==> src/rtl/sram_seq_pkg.sv <==
// Shared definitions for the acquisition SRAM sequencer: FSM states,
// requester identities and ADDR_LOAD strobe bit positions.
package sram_seq_pkg;

  typedef enum logic [2:0] {
    IDLE,
    WR_SETUP,
    WR_PULSE,
    WR_HOLD,
    RD_WAIT,
    RD_DONE
  } state_t;

  typedef enum logic [1:0] {
    REQ_NONE,
    REQ_ACQ_WR,
    REQ_MCU_WR,
    REQ_MCU_RD
  } req_id_t;

  localparam int LOAD_LOW   = 0;
  localparam int LOAD_HIGH  = 1;
  localparam int LOAD_UPPER = 2;

endpackage

==> src/rtl/sram_sequencer_if.sv <==
// Requester, status and SRAM pin bundle of the sequencer; the sequencer
// takes the slave view, whoever drives requests and models the SRAM takes master.
interface sram_sequencer_if #(parameter int ADDR_WIDTH = 19);

  logic                  ACQ_WR_REQ;
  logic [7:0]            ACQ_WR_DATA;
  logic                  MCU_WR_REQ;
  logic [7:0]            MCU_WR_DATA;
  logic                  MCU_RD_REQ;
  logic [2:0]            ADDR_LOAD;
  logic [7:0]            ADDR_LOAD_DATA;
  logic                  OVR_CLR;
  logic [ADDR_WIDTH-1:0] SRAM_A;
  logic [7:0]            SRAM_DQ_OUT;
  logic                  SRAM_DQ_OE;
  logic [7:0]            SRAM_DQ_IN;
  logic                  SRAM_WE_n;
  logic                  SRAM_OE_n;
  logic [7:0]            RD_DATA;
  logic                  RD_VALID;
  logic                  BUSY;
  logic                  EMPTY;
  logic                  FULL;
  logic                  ACQ_OVERRUN;

  modport slave (
    input  ACQ_WR_REQ, ACQ_WR_DATA, MCU_WR_REQ, MCU_WR_DATA, MCU_RD_REQ,
    input  ADDR_LOAD, ADDR_LOAD_DATA, OVR_CLR, SRAM_DQ_IN,
    output SRAM_A, SRAM_DQ_OUT, SRAM_DQ_OE, SRAM_WE_n, SRAM_OE_n,
    output RD_DATA, RD_VALID, BUSY, EMPTY, FULL, ACQ_OVERRUN
  );

  modport master (
    output ACQ_WR_REQ, ACQ_WR_DATA, MCU_WR_REQ, MCU_WR_DATA, MCU_RD_REQ,
    output ADDR_LOAD, ADDR_LOAD_DATA, OVR_CLR, SRAM_DQ_IN,
    input  SRAM_A, SRAM_DQ_OUT, SRAM_DQ_OE, SRAM_WE_n, SRAM_OE_n,
    input  RD_DATA, RD_VALID, BUSY, EMPTY, FULL, ACQ_OVERRUN
  );

endinterface

==> src/rtl/sram_addr_pointer.sv <==
// SRAM address pointer: saturating increment, byte-wise load with a one-deep
// deferred-load slot, and EMPTY/FULL status.
module sram_addr_pointer
  import sram_seq_pkg::*;
#(
  parameter int ADDR_WIDTH = 19
) (
  input  logic                  clk,
  input  logic                  rst_n,
  input  logic                  idle,
  input  logic                  grant,
  input  logic                  inc,
  input  logic                  wr_done,
  input  logic [2:0]            load,
  input  logic [7:0]            load_data,
  output logic [ADDR_WIDTH-1:0] ptr,
  output logic                  empty,
  output logic                  full
);

  localparam logic [ADDR_WIDTH-1:0] PTR_MAX = '1;

  logic [ADDR_WIDTH-1:0] ptr_q, ptr_d;
  logic                  full_q, full_d;
  logic                  slot_vld_q, slot_vld_d;
  logic [2:0]            slot_sel_q, slot_sel_d;
  logic [7:0]            slot_data_q, slot_data_d;

  function automatic logic [ADDR_WIDTH-1:0] load_bytes(
    input logic [ADDR_WIDTH-1:0] cur,
    input logic [2:0]            sel,
    input logic [7:0]            data
  );
    logic [ADDR_WIDTH-1:0] r;
    r = cur;
    if (sel[LOAD_LOW])   r[7:0]            = data;
    if (sel[LOAD_HIGH])  r[15:8]           = data;
    if (sel[LOAD_UPPER]) r[ADDR_WIDTH-1:16] = data[ADDR_WIDTH-17:0];
    return r;
  endfunction

  // Increment lands first (on exit of an access), any deferred load follows
  // in the next IDLE cycle, so a load issued mid-access wins over the increment.
  always_comb begin
    ptr_d       = ptr_q;
    full_d      = full_q;
    slot_vld_d  = slot_vld_q;
    slot_sel_d  = slot_sel_q;
    slot_data_d = slot_data_q;
    if (inc) begin
      if (ptr_q != PTR_MAX) ptr_d = ptr_q + 1'b1;
      else if (wr_done)     full_d = 1'b1;
    end
    if (idle && slot_vld_q) begin
      ptr_d      = load_bytes(ptr_d, slot_sel_q, slot_data_q);
      full_d     = 1'b0;
      slot_vld_d = 1'b0;
    end
    if (|load) begin
      if (idle && !grant) begin
        ptr_d  = load_bytes(ptr_d, load, load_data);
        full_d = 1'b0;
      end else begin
        slot_vld_d  = 1'b1;
        slot_sel_d  = load;
        slot_data_d = load_data;
      end
    end
  end

  always_ff @(posedge clk or negedge rst_n) begin
    if (!rst_n) begin
      ptr_q       <= '0;
      full_q      <= 1'b0;
      slot_vld_q  <= 1'b0;
      slot_sel_q  <= '0;
      slot_data_q <= '0;
    end else begin
      ptr_q       <= ptr_d;
      full_q      <= full_d;
      slot_vld_q  <= slot_vld_d;
      slot_sel_q  <= slot_sel_d;
      slot_data_q <= slot_data_d;
    end
  end

  assign ptr   = ptr_q;
  assign empty = (ptr_q == '0);
  assign full  = full_q;

endmodule

==> src/rtl/sram_sequencer.sv <==
// Sole owner of the 512K x 8 acquisition SRAM: captures acquisition and MCU
// requests, arbitrates them in IDLE and runs the write/read strobe timing.
module sram_sequencer
  import sram_seq_pkg::*;
#(
  parameter int ADDR_WIDTH      = 19,
  parameter int WR_PULSE_CYCLES = 1,
  parameter int RD_WAIT_CYCLES  = 2
) (
  input  logic             CLOCK,
  input  logic             RESET_n,
  sram_sequencer_if.slave  bus
);

  localparam logic [3:0] WR_INIT = 4'(WR_PULSE_CYCLES - 1);
  localparam logic [3:0] RD_INIT = 4'(RD_WAIT_CYCLES - 1);

  state_t     state_q, state_d;
  logic [3:0] cnt_q, cnt_d;
  logic       acq_pend_q, acq_pend_d, mcu_wr_pend_q, mcu_wr_pend_d, mcu_rd_pend_q, mcu_rd_pend_d;
  logic [7:0] acq_data_q, acq_data_d, mcu_data_q, mcu_data_d;
  logic       ovr_q, ovr_d, we_n_q, we_n_d, oe_n_q, oe_n_d, dq_oe_q, dq_oe_d, rd_valid_q, rd_valid_d;
  logic [7:0] dq_out_q, dq_out_d, rd_data_q, rd_data_d;

  req_id_t    grant_id;
  logic [7:0] acq_byte, mcu_byte;
  logic       ovr_set, inc, wr_done, full, empty;
  logic [ADDR_WIDTH-1:0] ptr;

  always_comb begin
    grant_id = REQ_NONE;
    if (state_q == IDLE) begin
      if (acq_pend_q)         grant_id = REQ_ACQ_WR;
      else if (mcu_wr_pend_q) grant_id = REQ_MCU_WR;
      else if (mcu_rd_pend_q) grant_id = REQ_MCU_RD;
    end
  end

  // A strobe arriving while its flag is still set merges into that request;
  // the newest byte is forwarded so a same-cycle grant carries it.
  always_comb begin
    state_d    = state_q;
    cnt_d      = cnt_q;
    we_n_d     = we_n_q;
    oe_n_d     = oe_n_q;
    dq_oe_d    = dq_oe_q;
    dq_out_d   = dq_out_q;
    rd_data_d  = rd_data_q;
    rd_valid_d = 1'b0;
    inc        = 1'b0;
    wr_done    = 1'b0;

    acq_byte      = bus.ACQ_WR_REQ ? bus.ACQ_WR_DATA : acq_data_q;
    mcu_byte      = bus.MCU_WR_REQ ? bus.MCU_WR_DATA : mcu_data_q;
    acq_data_d    = acq_byte;
    mcu_data_d    = mcu_byte;
    acq_pend_d    = acq_pend_q    ? (grant_id != REQ_ACQ_WR) : bus.ACQ_WR_REQ;
    mcu_wr_pend_d = mcu_wr_pend_q ? (grant_id != REQ_MCU_WR) : bus.MCU_WR_REQ;
    mcu_rd_pend_d = mcu_rd_pend_q ? (grant_id != REQ_MCU_RD) : bus.MCU_RD_REQ;
    ovr_set       = bus.ACQ_WR_REQ && acq_pend_q;

    case (state_q)
      IDLE: begin
        if (grant_id == REQ_ACQ_WR || grant_id == REQ_MCU_WR) begin
          if (full) begin
            // Memory is full: the write is consumed without touching the SRAM.
            if (grant_id == REQ_ACQ_WR) ovr_set = 1'b1;
          end else begin
            state_d  = WR_SETUP;
            dq_oe_d  = 1'b1;
            dq_out_d = (grant_id == REQ_ACQ_WR) ? acq_byte : mcu_byte;
          end
        end else if (grant_id == REQ_MCU_RD) begin
          state_d = RD_WAIT;
          oe_n_d  = 1'b0;
          cnt_d   = RD_INIT;
        end
      end
      WR_SETUP: begin
        state_d = WR_PULSE;
        we_n_d  = 1'b0;
        cnt_d   = WR_INIT;
      end
      WR_PULSE: begin
        if (cnt_q == '0) begin
          state_d = WR_HOLD;
          we_n_d  = 1'b1;
        end else begin
          cnt_d = cnt_q - 1'b1;
        end
      end
      WR_HOLD: begin
        state_d = IDLE;
        dq_oe_d = 1'b0;
        inc     = 1'b1;
        wr_done = 1'b1;
      end
      RD_WAIT: begin
        if (cnt_q == '0) begin
          state_d    = RD_DONE;
          oe_n_d     = 1'b1;
          rd_data_d  = bus.SRAM_DQ_IN;
          rd_valid_d = 1'b1;
        end else begin
          cnt_d = cnt_q - 1'b1;
        end
      end
      RD_DONE: begin
        state_d = IDLE;
        inc     = 1'b1;
      end
      default: state_d = IDLE;
    endcase

    ovr_d = ovr_set ? 1'b1 : (bus.OVR_CLR ? 1'b0 : ovr_q);
  end

  always_ff @(posedge CLOCK or negedge RESET_n) begin
    if (!RESET_n) begin
      state_q       <= IDLE;
      cnt_q         <= '0;
      acq_pend_q    <= 1'b0;
      mcu_wr_pend_q <= 1'b0;
      mcu_rd_pend_q <= 1'b0;
      acq_data_q    <= '0;
      mcu_data_q    <= '0;
      ovr_q         <= 1'b0;
      we_n_q        <= 1'b1;
      oe_n_q        <= 1'b1;
      dq_oe_q       <= 1'b0;
      dq_out_q      <= '0;
      rd_data_q     <= '0;
      rd_valid_q    <= 1'b0;
    end else begin
      state_q       <= state_d;
      cnt_q         <= cnt_d;
      acq_pend_q    <= acq_pend_d;
      mcu_wr_pend_q <= mcu_wr_pend_d;
      mcu_rd_pend_q <= mcu_rd_pend_d;
      acq_data_q    <= acq_data_d;
      mcu_data_q    <= mcu_data_d;
      ovr_q         <= ovr_d;
      we_n_q        <= we_n_d;
      oe_n_q        <= oe_n_d;
      dq_oe_q       <= dq_oe_d;
      dq_out_q      <= dq_out_d;
      rd_data_q     <= rd_data_d;
      rd_valid_q    <= rd_valid_d;
    end
  end

  sram_addr_pointer #(.ADDR_WIDTH(ADDR_WIDTH)) u_ptr (
    .clk       (CLOCK),
    .rst_n     (RESET_n),
    .idle      (state_q == IDLE),
    .grant     (grant_id != REQ_NONE),
    .inc       (inc),
    .wr_done   (wr_done),
    .load      (bus.ADDR_LOAD),
    .load_data (bus.ADDR_LOAD_DATA),
    .ptr       (ptr),
    .empty     (empty),
    .full      (full)
  );

  assign bus.SRAM_A      = ptr;
  assign bus.SRAM_DQ_OUT = dq_out_q;
  assign bus.SRAM_DQ_OE  = dq_oe_q;
  assign bus.SRAM_WE_n   = we_n_q;
  assign bus.SRAM_OE_n   = oe_n_q;
  assign bus.RD_DATA     = rd_data_q;
  assign bus.RD_VALID    = rd_valid_q;
  assign bus.BUSY        = (state_q != IDLE) | acq_pend_q | mcu_wr_pend_q | mcu_rd_pend_q;
  assign bus.EMPTY       = empty;
  assign bus.FULL        = full;
  assign bus.ACQ_OVERRUN = ovr_q;

endmodule

==> src/flat_wrapper.sv <==
// flat-port wrapper written by rule: the top's interface ports become plain ports
module sram_sequencer_flat import sram_seq_pkg::*;
#(
  parameter int ADDR_WIDTH      = 19,
  parameter int WR_PULSE_CYCLES = 1,
  parameter int RD_WAIT_CYCLES  = 2
)
  (CLOCK, RESET_n, bus_ACQ_WR_REQ, bus_ACQ_WR_DATA, bus_MCU_WR_REQ, bus_MCU_WR_DATA, bus_MCU_RD_REQ, bus_ADDR_LOAD, bus_ADDR_LOAD_DATA, bus_OVR_CLR, bus_SRAM_DQ_IN, bus_SRAM_A, bus_SRAM_DQ_OUT, bus_SRAM_DQ_OE, bus_SRAM_WE_n, bus_SRAM_OE_n, bus_RD_DATA, bus_RD_VALID, bus_BUSY, bus_EMPTY, bus_FULL, bus_ACQ_OVERRUN);
  sram_sequencer_if #(.ADDR_WIDTH(ADDR_WIDTH)) bus_i ();
  input  logic CLOCK;
  input  logic RESET_n;
  input wire logic [$bits(bus_i.ACQ_WR_REQ)-1:0] bus_ACQ_WR_REQ;
  input wire logic [$bits(bus_i.ACQ_WR_DATA)-1:0] bus_ACQ_WR_DATA;
  input wire logic [$bits(bus_i.MCU_WR_REQ)-1:0] bus_MCU_WR_REQ;
  input wire logic [$bits(bus_i.MCU_WR_DATA)-1:0] bus_MCU_WR_DATA;
  input wire logic [$bits(bus_i.MCU_RD_REQ)-1:0] bus_MCU_RD_REQ;
  input wire logic [$bits(bus_i.ADDR_LOAD)-1:0] bus_ADDR_LOAD;
  input wire logic [$bits(bus_i.ADDR_LOAD_DATA)-1:0] bus_ADDR_LOAD_DATA;
  input wire logic [$bits(bus_i.OVR_CLR)-1:0] bus_OVR_CLR;
  input wire logic [$bits(bus_i.SRAM_DQ_IN)-1:0] bus_SRAM_DQ_IN;
  output wire logic [$bits(bus_i.SRAM_A)-1:0] bus_SRAM_A;
  output wire logic [$bits(bus_i.SRAM_DQ_OUT)-1:0] bus_SRAM_DQ_OUT;
  output wire logic [$bits(bus_i.SRAM_DQ_OE)-1:0] bus_SRAM_DQ_OE;
  output wire logic [$bits(bus_i.SRAM_WE_n)-1:0] bus_SRAM_WE_n;
  output wire logic [$bits(bus_i.SRAM_OE_n)-1:0] bus_SRAM_OE_n;
  output wire logic [$bits(bus_i.RD_DATA)-1:0] bus_RD_DATA;
  output wire logic [$bits(bus_i.RD_VALID)-1:0] bus_RD_VALID;
  output wire logic [$bits(bus_i.BUSY)-1:0] bus_BUSY;
  output wire logic [$bits(bus_i.EMPTY)-1:0] bus_EMPTY;
  output wire logic [$bits(bus_i.FULL)-1:0] bus_FULL;
  output wire logic [$bits(bus_i.ACQ_OVERRUN)-1:0] bus_ACQ_OVERRUN;
  assign bus_i.ACQ_WR_REQ = bus_ACQ_WR_REQ;
  assign bus_i.ACQ_WR_DATA = bus_ACQ_WR_DATA;
  assign bus_i.MCU_WR_REQ = bus_MCU_WR_REQ;
  assign bus_i.MCU_WR_DATA = bus_MCU_WR_DATA;
  assign bus_i.MCU_RD_REQ = bus_MCU_RD_REQ;
  assign bus_i.ADDR_LOAD = bus_ADDR_LOAD;
  assign bus_i.ADDR_LOAD_DATA = bus_ADDR_LOAD_DATA;
  assign bus_i.OVR_CLR = bus_OVR_CLR;
  assign bus_i.SRAM_DQ_IN = bus_SRAM_DQ_IN;
  assign bus_SRAM_A = bus_i.SRAM_A;
  assign bus_SRAM_DQ_OUT = bus_i.SRAM_DQ_OUT;
  assign bus_SRAM_DQ_OE = bus_i.SRAM_DQ_OE;
  assign bus_SRAM_WE_n = bus_i.SRAM_WE_n;
  assign bus_SRAM_OE_n = bus_i.SRAM_OE_n;
  assign bus_RD_DATA = bus_i.RD_DATA;
  assign bus_RD_VALID = bus_i.RD_VALID;
  assign bus_BUSY = bus_i.BUSY;
  assign bus_EMPTY = bus_i.EMPTY;
  assign bus_FULL = bus_i.FULL;
  assign bus_ACQ_OVERRUN = bus_i.ACQ_OVERRUN;
  sram_sequencer #(.ADDR_WIDTH(ADDR_WIDTH), .WR_PULSE_CYCLES(WR_PULSE_CYCLES), .RD_WAIT_CYCLES(RD_WAIT_CYCLES)) u_core (.CLOCK(CLOCK), .RESET_n(RESET_n), .bus(bus_i));
endmodule
==> config.mk <==
export PLATFORM = sky130hd
export DESIGN_NAME = sram_sequencer_flat
export DESIGN_NICKNAME = d
export VERILOG_FILES = /design/src/rtl/sram_seq_pkg.sv /design/src/rtl/sram_sequencer_if.sv /design/src/rtl/sram_addr_pointer.sv /design/src/rtl/sram_sequencer.sv /design/src/flat_wrapper.sv
export SDC_FILE = /design/constraint.sdc
export NUM_CORES = 1
export LEC_CHECK = 0
export CELL_PAD_IN_SITES_DETAIL_PLACEMENT = 1
export CELL_PAD_IN_SITES_GLOBAL_PLACEMENT = 2
export CORE_ASPECT_RATIO = 1.5
export CORE_UTILIZATION = 34
export CTS_CLUSTER_DIAMETER = 40
export CTS_CLUSTER_SIZE = 20
export DETAILED_ROUTE_END_ITERATION = 7
export PLACE_DENSITY = 0.84
export SYNTH_ARGS = -nofsm -noshare
export SYNTH_HDL_FRONTEND = slang
export SYNTH_HIERARCHICAL = 1
export SYNTH_SLANG_ARGS = --single-unit
==> constraint.sdc <==
create_clock -name CLOCK -period 6.7 [get_ports CLOCK]
set_input_delay 0.67 -clock CLOCK [delete_from_list [all_inputs] [get_ports CLOCK]]
set_output_delay 0.67 -clock CLOCK [all_outputs]
set_load 0.005 [all_outputs]
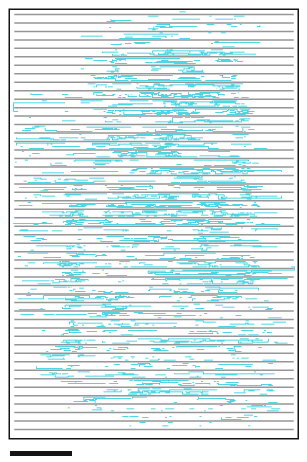
**Above:** signal wires on met1.
The bar under the picture is 20 um long. Supply wires on this layer in grey.
wire length on this layer: 4930 um
longest straight run: 35.9 um
main direction: horizontal
Routed WL: 12500 um
grt met1 use: 24.1%
vias: 3608

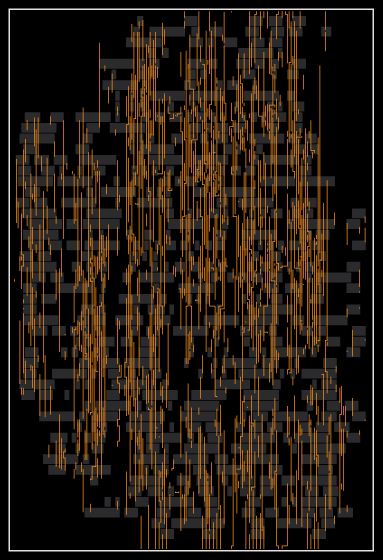
**Above:** M2 wires.
longest straight run: 47.6 um
nets with wire on the layer: 508
met2 Usage GRT: 39.1%

==> final timing paths <==
| check | end | cells past startpoint |
|---|---|---|
| hold reg to reg | u_core/bus.SRAM_DQ_OUT[7] | 2 |
| setup / recovery | u_core/u_ptr/ptr[4] | 10 |
| min in group asynchronous | u_core/u_ptr/ptr[12] | 1 |
| setup reg to reg | u_core/u_ptr/ptr[4] | 10 |
| max in group asynchronous | u_core/bus.RD_DATA[3] | 1 |
| hold / removal | u_core/bus.SRAM_DQ_OUT[7] | 2 |
==> through the flow <==
stage	setup slack [ps]	total power [mW]
finish	3750	2.48
global route	3500	2.67
CTS	3800	2.50
detailed placement	3810	2.03
global placement	3900	2.00
floorplan	4300	1.53
==> tightest hold or removal path, delay by kind of cell, from the launching register on <==
| family | cells | cell delay, ps |
|---|---|---|
| flip-flops | 1 | 340 |
| AND/OR/NAND/NOR | 1 | 50 |
| AND-OR/OR-AND | 1 | 60 |
==> routing by layer <==
metal | wire [um] | share of wire (%) | GRT usage (%)
met1 | 4930 | 39 | 24.1
met5 | 0 | 0 | 0
met2 | 6920 | 55 | 39.1
met3 | 455 | 3.6 | 4.25
met4 | 187 | 1.5 | 6.34
==> synthesized netlist by cell type, drive strengths merged, types with 4 or more instances <==
| cell type | number |
|---|---|
| ha | 8 |
| o21ai | 45 |
| buf | 10 |
| inv | 17 |
| nor4 | 4 |
| a21oi | 11 |
| dfrtp | 77 |
| o22ai | 5 |
| nand3 | 11 |
| o31ai | 4 |
| nand2 | 67 |
| a22oi | 10 |
| xnor2 | 7 |
| clkbuf | 7 |
| mux2i | 11 |
| and4 | 5 |
| nor3 | 12 |
| nor2 | 30 |
| nand4 | 12 |
| and3 | 7 |
| mux2 | 24 |
==> logic make-up after synthesis <==
kind of cell,Yosys count
AND/OR/NAND/NOR,169
AND-OR/OR-AND,93
flip-flops,79
buffers and inverters,35
multiplexers,35
XOR/XNOR,9
adder cells (fa/ha/maj),8
==> flip-flops by register name, summed over array words and instances, names as in the netlist <==
register                  cells
u_core/u_ptr/full             1
u_core/acq_data_q             8
u_core/cnt_q                  4
u_core/bus.SRAM_DQ_OE         1
u_core/acq_pend_q             1
u_core/mcu_wr_pend_q          1
u_core/u_ptr/slot_vld_q       1
u_core/u_ptr/slot_data_q      8
u_core/u_ptr/ptr             19
u_core/bus.SRAM_DQ_OUT        8
u_core/state_q                3
u_core/u_ptr/slot_sel_q       3
u_core/mcu_rd_pend_q          1
u_core/bus.SRAM_OE_n          1
u_core/bus.RD_VALID           1
u_core/bus.RD_DATA            8
u_core/mcu_data_q             8
u_core/bus.SRAM_WE_n          1
u_core/bus.ACQ_OVERRUN        1
==> area by class of cell <==
class                           instances  area, sq um  share of cell area [%]
Multi-Input combinational cell        314         2010                    37.5
Clock buffer                           10          229                    4.28
Inverter                               18         72.6                    1.36
Timing Repair Buffer                   83          828                    15.5
Clock inverter                          6         43.8                   0.818
Tap cell                              153          191                    3.58
Sequential cell                        79         1980                    37.0
==> power by group through the flow <==
stage	clock network, mW	logic, mW	registers (mW)
floorplan	0	0.707	0.827
global placement	0	1.09	0.909
detailed placement	0	1.12	0.916
CTS	0.471	1.12	0.909
global route	0.489	1.24	0.939
finish	0.456	1.11	0.909
==> flow_metrics.env <==
# implementation run metrics
export IMPL_postLayoutCoreUtil_pct=44.8
export IMPL_r2r_start="u_core/state_q[2]"
export IMPL_ys_cells=428
export IMPL_top_cell_area_share_pct=46.3
export IMPL_yosysTopAreaCell="dfrtp_1"
export IMPL_cts_resized_gates=0
export IMPL_lay_top_count="clkdlybuf4s50_1"
export IMPL_mux_area_share_pct=9.15
export IMPL_startpoint_type="flop"
export IMPL_design_area_sq_mm=0.00535
export IMPL_first_global_vias=3798
export IMPL_drtIter0Drc=116
export IMPL_fillers=1379
export IMPL_ys_ff=79
export IMPL_yosys_area_sq_mm=0.00416
export IMPL_cts_tree="built"
export IMPL_core_sq_mm=0.0120
export IMPL_avgSynthCellArea_sq_um=9.71
export IMPL_pwr_share_comb_pct=44.9
export IMPL_track_usage_pct=21.0
export IMPL_cp_arrival_ps=3160
export IMPL_flop_cell="dfrtp_1"
export IMPL_cts_sinks=79
export IMPL_crit_path_max_incr_delay_ps=630
export IMPL_p_sw_mw=1.02
export IMPL_ir_drop_uv=200
export IMPL_slew_headroom_pct=30.9
export IMPL_hold_violations=0
export IMPL_placementRows=49
export IMPL_overflow=0
export IMPL_ctsHoldBuffers=0
export IMPL_hpwl_um=9500
export IMPL_intPower_mw=1.46
export IMPL_grt_pass1_wl_um=20200
export IMPL_synth_cell_types=62
export IMPL_place_congestion=0.899
export IMPL_die_area_sq_mm=0.0127
export IMPL_whs_ps=487
export IMPL_antenna_found_initial=0
export IMPL_fa_ha_area_share_pct=2.41
export IMPL_cts_path_max_buffers=2
export IMPL_clockRootBuffer="clkbuf_16"
export IMPL_aoi_share_pct=13.9
export IMPL_drtAntennaViolNets=0
export IMPL_finalCritPeriodShare_pct=44.0
export IMPL_path_buffers=2
export IMPL_via_per_inst=5.44
export IMPL_syn2layout_area_growth_pct=28.7
export IMPL_placed_cell_area_sq_mm=0.00508
export IMPL_ys_sh_xor_pct=1.90
export IMPL_crit_start="u_core/state_q[2]"
export IMPL_syn_inst=428
export IMPL_io_buffers=83
export IMPL_h_tree_depth=3
export IMPL_cts_setup_buffers=0
export IMPL_critPathCaptureType="flop"
export IMPL_period_needed_ps=2950
export IMPL_reg2reg_slack_ps=3750
export IMPL_simple_gate_area_share_pct=20.9
export IMPL_synthTopCellsByArea="dfrtp_1, nand2_1, mux2_2, o21ai_0, mux2i_1"
export IMPL_fp_nets=477
export IMPL_worstPathCellList="or3_4 > clkinv_4 > o21ai_0 > ha_1 > inv_1 > nand2b_1 > nor2_1 > nor2_1 > a22oi_1 > o31ai_2"
export IMPL_fp_dieW_um=92.3
export IMPL_grt_max_degree=80
export IMPL_fmax_mhz=339
export IMPL_ys_seq_share_pct=47.6
export IMPL_drtPass1Iterations=4
export IMPL_cp_common_cell="nor2_1"
export IMPL_ios=84
export IMPL_yosys_warnings=6
export IMPL_hold_class="flop to flop"
export IMPL_fp_dieH_um=137
export IMPL_worst_setup_path_type="flop to flop"
export IMPL_drcViolationCount=0
export IMPL_critPathMaxFanout=17
export IMPL_p_per_area_mw_per_mm2=463
export IMPL_cts_buffers=9
export IMPL_finalSetupTns_ps=0
export IMPL_top_logic_kind="simple AND/OR/NAND/NOR gates"
export IMPL_cp_required_ps=6920
export IMPL_drive_gt1_share_pct=10.6
export IMPL_clock_latency_ps=340
export IMPL_report_final_setup_viol=0
export IMPL_tool_warnings=31
export IMPL_synthArstFlopShare_pct=100
export IMPL_dp_cells=647
export IMPL_status="finished, final reports clean"
export IMPL_instances_no_fill=663
export IMPL_finClkSkew_ps=4.79
export IMPL_p_sw_share_pct=41.0
export IMPL_power_frac_seq_pct=36.7
export IMPL_min_delay_start="u_core/bus.SRAM_DQ_OUT[7]"
export IMPL_cp_top_family="simple AND/OR/NAND/NOR gates"
export IMPL_num_antenna_cells=0
export IMPL_final_cell_mix="clkdlybuf4s50_1, dfrtp_1, nand2_1"
export IMPL_syn_area_sq_mm=0.00416
export IMPL_wl_per_cell_um=18.8
export IMPL_edf_count=0
export IMPL_nNetsFinal=554
export IMPL_tightest_slew_ps=1040
export IMPL_rsz0062_at_grt="no"
export IMPL_leakagePower_nw=2.25
No activity file was given, so power comes from the tool's default toggle rates.
